--- src/rtl/fp_stft_pkg.sv ---
// Shared constants, state encoding and small float helpers for the 4-point
// inverse-FFT serializer.
package fp_stft_pkg;

    localparam int F        = 4;
    localparam int FP_WIDTH = 32;
    localparam int N_OPS    = 2 * F;

    localparam logic [FP_WIDTH-1:0] QNAN      = 32'h7FC0_0000;
    localparam logic [7:0]          SCALE_EXP = 8'd2;

    typedef enum logic [1:0] {
        ST_IDLE    = 2'd0,
        ST_COMPUTE = 2'd1,
        ST_OUT     = 2'd2
    } state_t;

    // Result slot holding y[n]: ops 4..7 produce y0, y2, y1, y3 in that order.
    function automatic logic [2:0] sample_slot(input logic [1:0] n);
        logic [2:0] slot;
        case (n)
            2'd0:    slot = 3'd4;
            2'd1:    slot = 3'd6;
            2'd2:    slot = 3'd5;
            default: slot = 3'd7;
        endcase
        return slot;
    endfunction

    // Multiply by 1/4 through the exponent; anything that would go denormal flushes.
    function automatic logic [FP_WIDTH-1:0] fp_scale4(input logic [FP_WIDTH-1:0] v);
        logic [FP_WIDTH-1:0] r;
        if (v[30:23] == 8'hFF)
            r = v;
        else if (v[30:23] <= SCALE_EXP)
            r = {v[31], 31'd0};
        else
            r = {v[31], v[30:23] - SCALE_EXP, v[22:0]};
        return r;
    endfunction

endpackage

--- src/rtl/fp_addsub32.sv ---
// Combinational single-precision add/subtract, round-to-nearest-even,
// denormals flushed to signed zero on input and output.
module fp_addsub32
    import fp_stft_pkg::*;
(
    input  logic [FP_WIDTH-1:0] a,
    input  logic [FP_WIDTH-1:0] b,
    input  logic                sub,
    output logic [FP_WIDTH-1:0] y
);

    function automatic logic [4:0] lzc27(input logic [26:0] v);
        logic [4:0] n;
        logic       found;
        n     = 5'd0;
        found = 1'b0;
        for (int i = 26; i >= 0; i--) begin
            if (v[i])
                found = 1'b1;
            else if (!found)
                n = n + 5'd1;
        end
        return n;
    endfunction

    logic              w_sa, w_sb;
    logic [7:0]        w_ea, w_eb;
    logic              w_a_zero, w_b_zero, w_a_inf, w_b_inf, w_a_nan, w_b_nan;
    logic              w_swap, w_s_big, w_eff_sub;
    logic [7:0]        w_e_big, w_e_small, w_d;
    logic [23:0]       w_m_big, w_m_small;
    logic [26:0]       w_big_ext, w_small_ext, w_small_al, w_lost;
    logic [27:0]       w_sum;
    logic [4:0]        w_lz;
    logic [26:0]       w_norm;
    logic signed [9:0] w_e_norm, w_e_rnd;
    logic              w_rnd_up;
    logic [24:0]       w_mant_r;
    logic [22:0]       w_frac;
    logic [31:0]       w_y_num;

    always_comb begin
        w_sa     = a[31];
        w_sb     = b[31] ^ sub;
        w_ea     = a[30:23];
        w_eb     = b[30:23];
        w_a_zero = (w_ea == 8'd0);
        w_b_zero = (w_eb == 8'd0);
        w_a_inf  = (w_ea == 8'hFF) && (a[22:0] == 23'd0);
        w_b_inf  = (w_eb == 8'hFF) && (b[22:0] == 23'd0);
        w_a_nan  = (w_ea == 8'hFF) && (a[22:0] != 23'd0);
        w_b_nan  = (w_eb == 8'hFF) && (b[22:0] != 23'd0);

        // Order operands by magnitude so the difference is never negative.
        w_swap      = (b[30:0] > a[30:0]);
        w_s_big     = w_swap ? w_sb : w_sa;
        w_e_big     = w_swap ? w_eb : w_ea;
        w_e_small   = w_swap ? w_ea : w_eb;
        w_m_big     = {1'b1, w_swap ? b[22:0] : a[22:0]};
        w_m_small   = {1'b1, w_swap ? a[22:0] : b[22:0]};
        w_eff_sub   = w_sa ^ w_sb;
        w_d         = w_e_big - w_e_small;
        w_big_ext   = {w_m_big, 3'b000};
        w_small_ext = {w_m_small, 3'b000};
        w_lost      = 27'd0;

        if (w_d >= 8'd27) begin
            w_small_al = 27'd1;
        end else begin
            w_lost     = w_small_ext & ((27'd1 << w_d) - 27'd1);
            w_small_al = (w_small_ext >> w_d) | {26'd0, |w_lost};
        end

        w_sum = w_eff_sub ? ({1'b0, w_big_ext} - {1'b0, w_small_al})
                          : ({1'b0, w_big_ext} + {1'b0, w_small_al});
        w_lz  = lzc27(w_sum[26:0]);

        if (w_sum[27]) begin
            w_norm   = {w_sum[27:2], w_sum[1] | w_sum[0]};
            w_e_norm = $signed({2'b00, w_e_big}) + 10'sd1;
        end else begin
            w_norm   = w_sum[26:0] << w_lz;
            w_e_norm = $signed({2'b00, w_e_big}) - $signed({5'd0, w_lz});
        end

        w_rnd_up = w_norm[2] & (w_norm[1] | w_norm[0] | w_norm[3]);
        w_mant_r = {1'b0, w_norm[26:3]} + {24'd0, w_rnd_up};
        if (w_mant_r[24]) begin
            w_e_rnd = w_e_norm + 10'sd1;
            w_frac  = w_mant_r[23:1];
        end else begin
            w_e_rnd = w_e_norm;
            w_frac  = w_mant_r[22:0];
        end

        if (w_sum == 28'd0)
            w_y_num = 32'd0;
        else if (w_e_rnd <= 10'sd0)
            w_y_num = {w_s_big, 31'd0};
        else if (w_e_rnd >= 10'sd255)
            w_y_num = {w_s_big, 8'hFF, 23'd0};
        else
            w_y_num = {w_s_big, w_e_rnd[7:0], w_frac};

        if (w_a_nan)
            y = a | 32'h0040_0000;
        else if (w_b_nan)
            y = b | 32'h0040_0000;
        else if (w_a_inf && w_b_inf)
            y = (w_sa == w_sb) ? {w_sa, 8'hFF, 23'd0} : QNAN;
        else if (w_a_inf)
            y = {w_sa, 8'hFF, 23'd0};
        else if (w_b_inf)
            y = {w_sb, 8'hFF, 23'd0};
        else if (w_a_zero && w_b_zero)
            y = {w_sa & w_sb, 31'd0};
        else if (w_a_zero)
            y = {w_sb, b[30:0]};
        else if (w_b_zero)
            y = a;
        else
            y = w_y_num;
    end

endmodule

--- src/rtl/fp_ifft4_serializer.sv ---
// 4-point inverse FFT on single-precision bins, one complex add/sub per cycle,
// results streamed out one sample at a time with valid/ready handshaking.
module fp_ifft4_serializer #(
    parameter int F = fp_stft_pkg::F
) (
    input  logic                             clk,
    input  logic                             rst,
    input  logic                             valid_in,
    output logic                             ready_out,
    input  logic [fp_stft_pkg::FP_WIDTH-1:0] re_X0,
    input  logic [fp_stft_pkg::FP_WIDTH-1:0] re_X1,
    input  logic [fp_stft_pkg::FP_WIDTH-1:0] re_X2,
    input  logic [fp_stft_pkg::FP_WIDTH-1:0] re_X3,
    input  logic [fp_stft_pkg::FP_WIDTH-1:0] im_X0,
    input  logic [fp_stft_pkg::FP_WIDTH-1:0] im_X1,
    input  logic [fp_stft_pkg::FP_WIDTH-1:0] im_X2,
    input  logic [fp_stft_pkg::FP_WIDTH-1:0] im_X3,
    output logic [fp_stft_pkg::FP_WIDTH-1:0] re_out,
    output logic [fp_stft_pkg::FP_WIDTH-1:0] im_out,
    output logic [1:0]                       sample_idx,
    output logic                             valid_out,
    input  logic                             ready_in,
    output logic                             last_out
);
    import fp_stft_pkg::*;

    state_t              r_state;
    logic [2:0]          r_op;
    logic [1:0]          r_idx;
    logic                r_valid;
    logic                r_last;
    logic [FP_WIDTH-1:0] r_re_out, r_im_out;
    logic [FP_WIDTH-1:0] r_xre [F];
    logic [FP_WIDTH-1:0] r_xim [F];
    logic [FP_WIDTH-1:0] r_tre [N_OPS];
    logic [FP_WIDTH-1:0] r_tim [N_OPS];

    // Lane 0 carries the real parts, lane 1 the imaginary parts.
    logic [FP_WIDTH-1:0] w_a [2];
    logic [FP_WIDTH-1:0] w_b [2];
    logic [FP_WIDTH-1:0] w_y [2];
    logic                w_sub [2];
    logic [1:0]          w_next_idx;
    logic [2:0]          w_slot;
    logic [FP_WIDTH-1:0] w_scaled_re, w_scaled_im;

    always_comb begin
        w_a[0]   = r_xre[0];
        w_b[0]   = r_xre[2];
        w_a[1]   = r_xim[0];
        w_b[1]   = r_xim[2];
        w_sub[0] = 1'b0;
        w_sub[1] = 1'b0;
        case (r_op)
            3'd1: begin
                w_sub[0] = 1'b1;
                w_sub[1] = 1'b1;
            end
            3'd2, 3'd3: begin
                w_a[0]   = r_xre[1];
                w_b[0]   = r_xre[3];
                w_a[1]   = r_xim[1];
                w_b[1]   = r_xim[3];
                w_sub[0] = (r_op == 3'd3);
                w_sub[1] = (r_op == 3'd3);
            end
            3'd4, 3'd5: begin
                w_a[0]   = r_tre[0];
                w_b[0]   = r_tre[2];
                w_a[1]   = r_tim[0];
                w_b[1]   = r_tim[2];
                w_sub[0] = (r_op == 3'd5);
                w_sub[1] = (r_op == 3'd5);
            end
            3'd6, 3'd7: begin
                // B -/+ j*D: the real lane pairs with D.im, the imaginary lane with D.re.
                w_a[0]   = r_tre[1];
                w_b[0]   = r_tim[3];
                w_a[1]   = r_tim[1];
                w_b[1]   = r_tre[3];
                w_sub[0] = (r_op == 3'd6);
                w_sub[1] = (r_op == 3'd7);
            end
            default: ;
        endcase
    end

    genvar gi;
    generate
        for (gi = 0; gi < 2; gi++) begin : g_lane
            fp_addsub32 u_addsub (
                .a   (w_a[gi]),
                .b   (w_b[gi]),
                .sub (w_sub[gi]),
                .y   (w_y[gi])
            );
        end
    endgenerate

    assign w_next_idx  = r_valid ? (r_idx + 2'd1) : r_idx;
    assign w_slot      = sample_slot(w_next_idx);
    assign w_scaled_re = fp_scale4(r_tre[w_slot]);
    assign w_scaled_im = fp_scale4(r_tim[w_slot]);

    always_ff @(posedge clk) begin
        if (rst) begin
            r_state  <= ST_IDLE;
            r_op     <= 3'd0;
            r_idx    <= 2'd0;
            r_valid  <= 1'b0;
            r_last   <= 1'b0;
            r_re_out <= '0;
            r_im_out <= '0;
            for (int i = 0; i < F; i++) begin
                r_xre[i] <= '0;
                r_xim[i] <= '0;
            end
            for (int i = 0; i < N_OPS; i++) begin
                r_tre[i] <= '0;
                r_tim[i] <= '0;
            end
        end else begin
            case (r_state)
                ST_IDLE: begin
                    if (valid_in) begin
                        r_xre[0] <= re_X0;
                        r_xre[1] <= re_X1;
                        r_xre[2] <= re_X2;
                        r_xre[3] <= re_X3;
                        r_xim[0] <= im_X0;
                        r_xim[1] <= im_X1;
                        r_xim[2] <= im_X2;
                        r_xim[3] <= im_X3;
                        r_op     <= 3'd0;
                        r_idx    <= 2'd0;
                        r_state  <= ST_COMPUTE;
                    end
                end
                ST_COMPUTE: begin
                    r_tre[r_op] <= w_y[0];
                    r_tim[r_op] <= w_y[1];
                    r_op        <= r_op + 3'd1;
                    if (r_op == 3'd7)
                        r_state <= ST_OUT;
                end
                ST_OUT: begin
                    // The first OUT cycle only loads sample 0; afterwards each transfer advances.
                    if (!r_valid) begin
                        r_valid  <= 1'b1;
                        r_re_out <= w_scaled_re;
                        r_im_out <= w_scaled_im;
                        r_last   <= (w_next_idx == 2'd3);
                    end else if (ready_in) begin
                        if (r_idx == 2'd3) begin
                            r_state  <= ST_IDLE;
                            r_valid  <= 1'b0;
                            r_last   <= 1'b0;
                            r_idx    <= 2'd0;
                            r_re_out <= '0;
                            r_im_out <= '0;
                        end else begin
                            r_idx    <= w_next_idx;
                            r_re_out <= w_scaled_re;
                            r_im_out <= w_scaled_im;
                            r_last   <= (w_next_idx == 2'd3);
                        end
                    end
                end
                default: r_state <= ST_IDLE;
            endcase
        end
    end

    assign ready_out  = (r_state == ST_IDLE);
    assign valid_out  = r_valid;
    assign last_out   = r_last;
    assign sample_idx = r_idx;
    assign re_out     = r_re_out;
    assign im_out     = r_im_out;

endmodule

--- config.mk ---
export PLATFORM = sky130hd
export DESIGN_NAME = fp_ifft4_serializer
export DESIGN_NICKNAME = d
export VERILOG_FILES = /design/src/rtl/fp_stft_pkg.sv /design/src/rtl/fp_addsub32.sv /design/src/rtl/fp_ifft4_serializer.sv
export SDC_FILE = /design/constraint.sdc
export NUM_CORES = 2
export LEC_CHECK = 0
export CAP_MARGIN = 20
export CORE_ASPECT_RATIO = 1.4
export CORE_MARGIN = 8
export CORE_UTILIZATION = 55
export DETAILED_ROUTE_END_ITERATION = 16
export PLACE_DENSITY = 0.83
export SLEW_MARGIN = 20
export SYNTH_ARGS = -nofsm -noshare
export SYNTH_HDL_FRONTEND = slang
export SYNTH_HIERARCHICAL = 1
export SYNTH_SLANG_ARGS = --single-unit
--- constraint.sdc ---
create_clock -name clk -period 59.5 [get_ports clk]
set_input_delay 8.925 -clock clk [delete_from_list [all_inputs] [get_ports clk]]
set_output_delay 8.925 -clock clk [all_outputs]
set_load 0.01 [all_outputs]
==> reports/metrics.yaml <==
final_timing:
  grt_setup_unrepaired: "false"
  finalHoldViolations: 0
  fin_hold_ws_ns: 0.466
  timing.slew.headroom_pct: 13.0
  finalWorstPathRequiredPeriod_ns: 36.32
  tightest_slew_ns: 1.29
  finalWorstSetupSlack_ns: 23.18
  totalNegativeSetupSlack_ns: 0
  finalSetupViolations: 0
  clock.fmax_ghz: 0.0275
  report.final.slew_viol_count: 0
  layout_worst_path_cycle_share_pct: 61.0
power_and_ir_drop:
  power.share.combinational_pct: 58.8
  p_seq_mw: 0.703
  power_frac_clock_pct: 17.7
  static-leakage-power_nw: 29.1
  ir_worst_vdd_v: 0.0000291
  sw_frac_of_total_pct: 50.1
  comb_cell_power_mw: 1.76
  total_switching_power_mw: 1.50
  power_per_cell_area_nw_per_um2: 38.8
  largestPowerGroup: "combinational logic"
  reported_clock_group_power_mw: 0.530
  total_chip_power_mw: 2.99
  power_frac_seq_pct: 23.5
placed_design:
  place_ws_ns: 24.00
  buffer_ports.inserted: 328
  placer_congestion_estimate: 1.05
clock_tree:
  cts-htree-levels: 3
  cts-buffers-inserted: 80
  post-cts-setup-buffers: 0
  post_cts.resized_instances: 0
  path_clk_slew_ns: 0.07
  total_of_hold_buffers_inserted_after_clock_tree_synthesis: 0
  cts.root.buffer_cell: "clkbuf_16"
  clock_tree_from_tritoncts: "done"
  clock_buffer_depth: 3
synthesis:
  synth-main-ff-cell: "edfxtp_1"
  ys_top_cells_by_area: "edfxtp_1 (33%), and2_1 (7.6%), mux4_2 (6.8%), ha_1 (4.2%), nand2_1 (3.5%)"
  ys.warnings.count: 6
  synth_chip_area_sq_um: 69800
  async_reset_ff_share_pct: 0
  flops_out_of_synthesis: 841
  synth_area_leader_cell: "edfxtp_1"
  syn_area_per_cell_sq_um: 9.22
  synth-edff-count: 768
  synth_cell_types: 150
  netlist_instances: 7570
  netlist_area_sq_um: 69800
  yosysSeqAreaShare_pct: 35.1
worst_setup_path:
  critPathSlowestCell: "a21oi_1"
  cp_max_fo: 54
  crit_required_ns: 60.09
  sort_of_element_at_the_end_of_the_critical_path: "flip-flop"
  worst-endpoint-arrival_ns: 36.91
  path_class: "flip-flop to flip-flop"
  critical-path-max-stage-delay_ns: 1.05
  cp_common_cell: "ha_1"
  crit_path_start_kind: "flip-flop"
finish:
  total_nets_final: 8129
  fin_util_pct: 61.3
  nFillCells: 10300
  layout-drive-gt1-share_pct: 9.57
  combGateArea_sq_um: 42400
  layout.area.seq_sq_um: 24500
  registers_with_the_most_flip_flops: "r_tim (256), r_tre (256)"
floorplan:
  chipArea_sq_um: 139000
  io_pins: 329
  initial_utilization_pct: 55.5
  die_height_um: 437
  die_width_um: 317
  coreArea_sq_um: 126000
  row_count: 154
worst_hold_path:
  worst_hold_path_type: "flip-flop to flip-flop"
route:
  drc: 0
  route.detailed.vias_per_inst: 7.04
  route.detailed.wl_per_inst_um: 30.6
  drt_first_pass_iters: 7
  number_of_nets_still_failing_antenna_checks_after_routing: 0
grt:
  gr-usage-all-layers_pct: 39.8
  grt_start_max_net_pins: 114
  antenna_found_initial: 29
  first_global_vias: 62700
job:
  tool_warnings: 82
  max-cap-violations: 0
status:
  run_status: "completed"
per-layer routing:
metal / wire length (um) / share of wire (%) / global-route usage (%)
met5: 99 / 0.035 / 0.142
met4: 24800 / 8.7 / 27.0
met3: 33300 / 12 / 9.54
met2: 130000 / 45 / 63.2
met1: 98300 / 34 / 47.8
layout make-up:
| type | instances | area share (%) |
|---|---|---|
| Antenna cell | 13 | 0.0422 |
| Clock buffer | 114 | 2.96 |
| Clock inverter | 35 | 0.555 |
| Inverter | 270 | 1.31 |
| Multi-Input combinational cell | 5980 | 55.0 |
| Sequential cell | 841 | 31.8 |
| Tap cell | 1638 | 2.66 |
| Timing Repair Buffer | 460 | 5.60 |
cell families (layout without fill, tap and decap cells):
group                    Yosys count  in the layout  share of synthesized area (%)
AND/OR/NAND/NOR                 3175           3175                           23.7
AND-OR/OR-AND                   1794           1794                           17.2
flip-flops                       841            841                           35.1
buffers and inverters            749            879                           4.42
multiplexers                     503            503                           11.3
XOR/XNOR                         269            269                           3.93
adder cells (fa/ha/maj)          239            239                           4.32
other                              0             13                              0
placed cells by master, fill, tap and decap left out, types with 159 or more instances in the layout:
cell type,synthesis,layout
o21ai_0,354,352
edfxtp_1,768,768
ha_1,232,230
clkdlybuf4s50_1,0,327
nand2_1,652,650
nor2_1,652,644
nand3_1,197,197
a21oi_1,474,470
nor3_1,183,179
mux4_2,212,212
xnor2_1,160,159
and2_1,848,847
inv_1,255,255
mux2i_1,221,220
through the flow:
| step | instances | instance area, sq um |
|---|---|---|
| detailed placement | 9185 | 74300 |
| global route | 9339 | 77100 |
| global placement | 9184 | 74300 |
| finish | 9351 | 77100 |
| CTS | 9334 | 77000 |
| floorplan | 7570 | 69800 |
worst paths after layout:
| check | cells past startpoint | to | slack, ns | from |
|---|---|---|---|---|
| max | 140 | r_tim[7][19]$_SDFFCE_PN0P_ | 23.18 | r_op[1]$_SDFFE_PP0P_ |
| min reg2reg | 2 | re_out[27]$_SDFFE_PP0P_ | 0.47 | re_out[27]$_SDFFE_PP0P_ |
| min | 2 | re_out[27]$_SDFFE_PP0P_ | 0.47 | re_out[27]$_SDFFE_PP0P_ |
| max reg2reg | 140 | r_tim[7][19]$_SDFFCE_PN0P_ | 23.18 | r_op[1]$_SDFFE_PP0P_ |
synthesized netlist by cell type (43+ instances only):
cell type / count
nand3_1: 197
mux2_2: 58
a31oi_1: 79
mux2i_1: 221
nand2_1: 652
nor4_1: 74
o211ai_1: 58
nor2b_1: 49
or3_1: 47
nor2_1: 652
xnor2_1: 160
xor2_1: 77
a211oi_1: 64
nand2b_1: 87
dfxtp_1: 73
edfxtp_1: 768
mux4_2: 212
a21o_1: 71
ha_1: 232
a22oi_1: 96
buf_2: 66
o21ai_0: 354
and2_1: 848
nand4_1: 105
nor3_1: 183
a21oi_1: 474
buf_1: 43
inv_1: 255
clkbuf_1: 339
o31ai_1: 45
and3_1: 75
critical path: cells and delay by family, from the launching register on:
kind / cells / cell delay, ns
xor gates and xnor gates: 3 / 0.57
muxes: 14 / 3.63
adders and majority gates: 29 / 8.53
buffers and inverters: 12 / 3.34
AOI/OAI and AO/OA: 45 / 11.75
and+or+nand+nor: 37 / 7.28
DFF: 1 / 0.99
**The metal 1 layer**

Supply wires on this layer in grey.
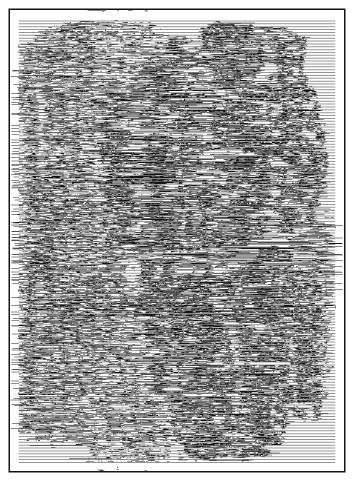
main direction: horizontal
share of all routed wire: 34%
nets with wire on the layer: 7786
longest straight run: 92.9 um
wire length on this layer: 98.3 mm
Routed WL: 286000 um
GRT met1 Usage: 47.8%
total vias in the final route: 65800

**Met2 routing**

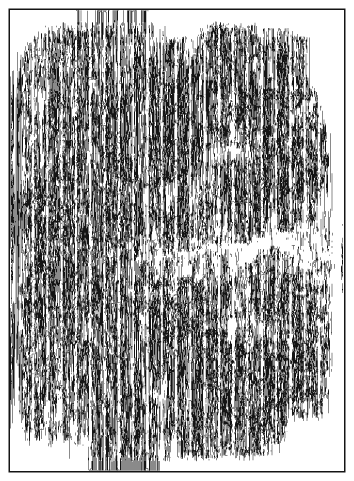
nets with wire on the layer: 7021
main direction: vertical
GR Util met2: 63.2%

**Met3 routing**

Bar = 100 um. Cells faint in the background.
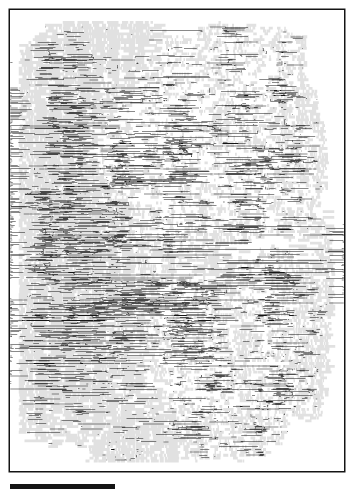
nets with wire on the layer: 1590
wire length on this layer: 33.3 mm
longest straight run: 156 um
share of all routed wire: 12%
GRT met3 Usage: 9.54%

**M4 wires**

Supply wires on this layer in grey. Cells faint in the background.
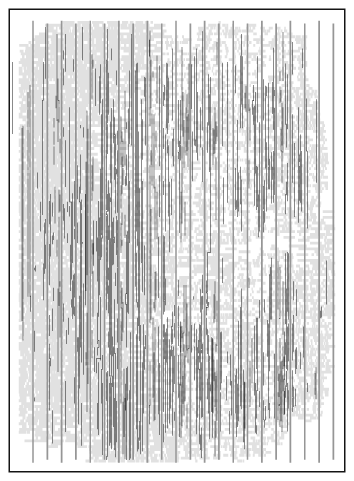
nets with wire on the layer: 418
wire length on this layer: 24.8 mm
share of all routed wire: 8.7%
longest straight run: 254 um

**The clock network**

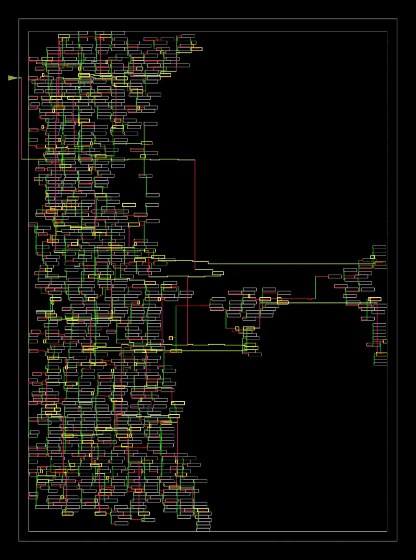
final clock skew: 0.0672 ns
sinks on the clock net: 841
Latency at later pin: 0.73 ns

Power figures rest on the tool's default switching activity, not on a simulated workload.
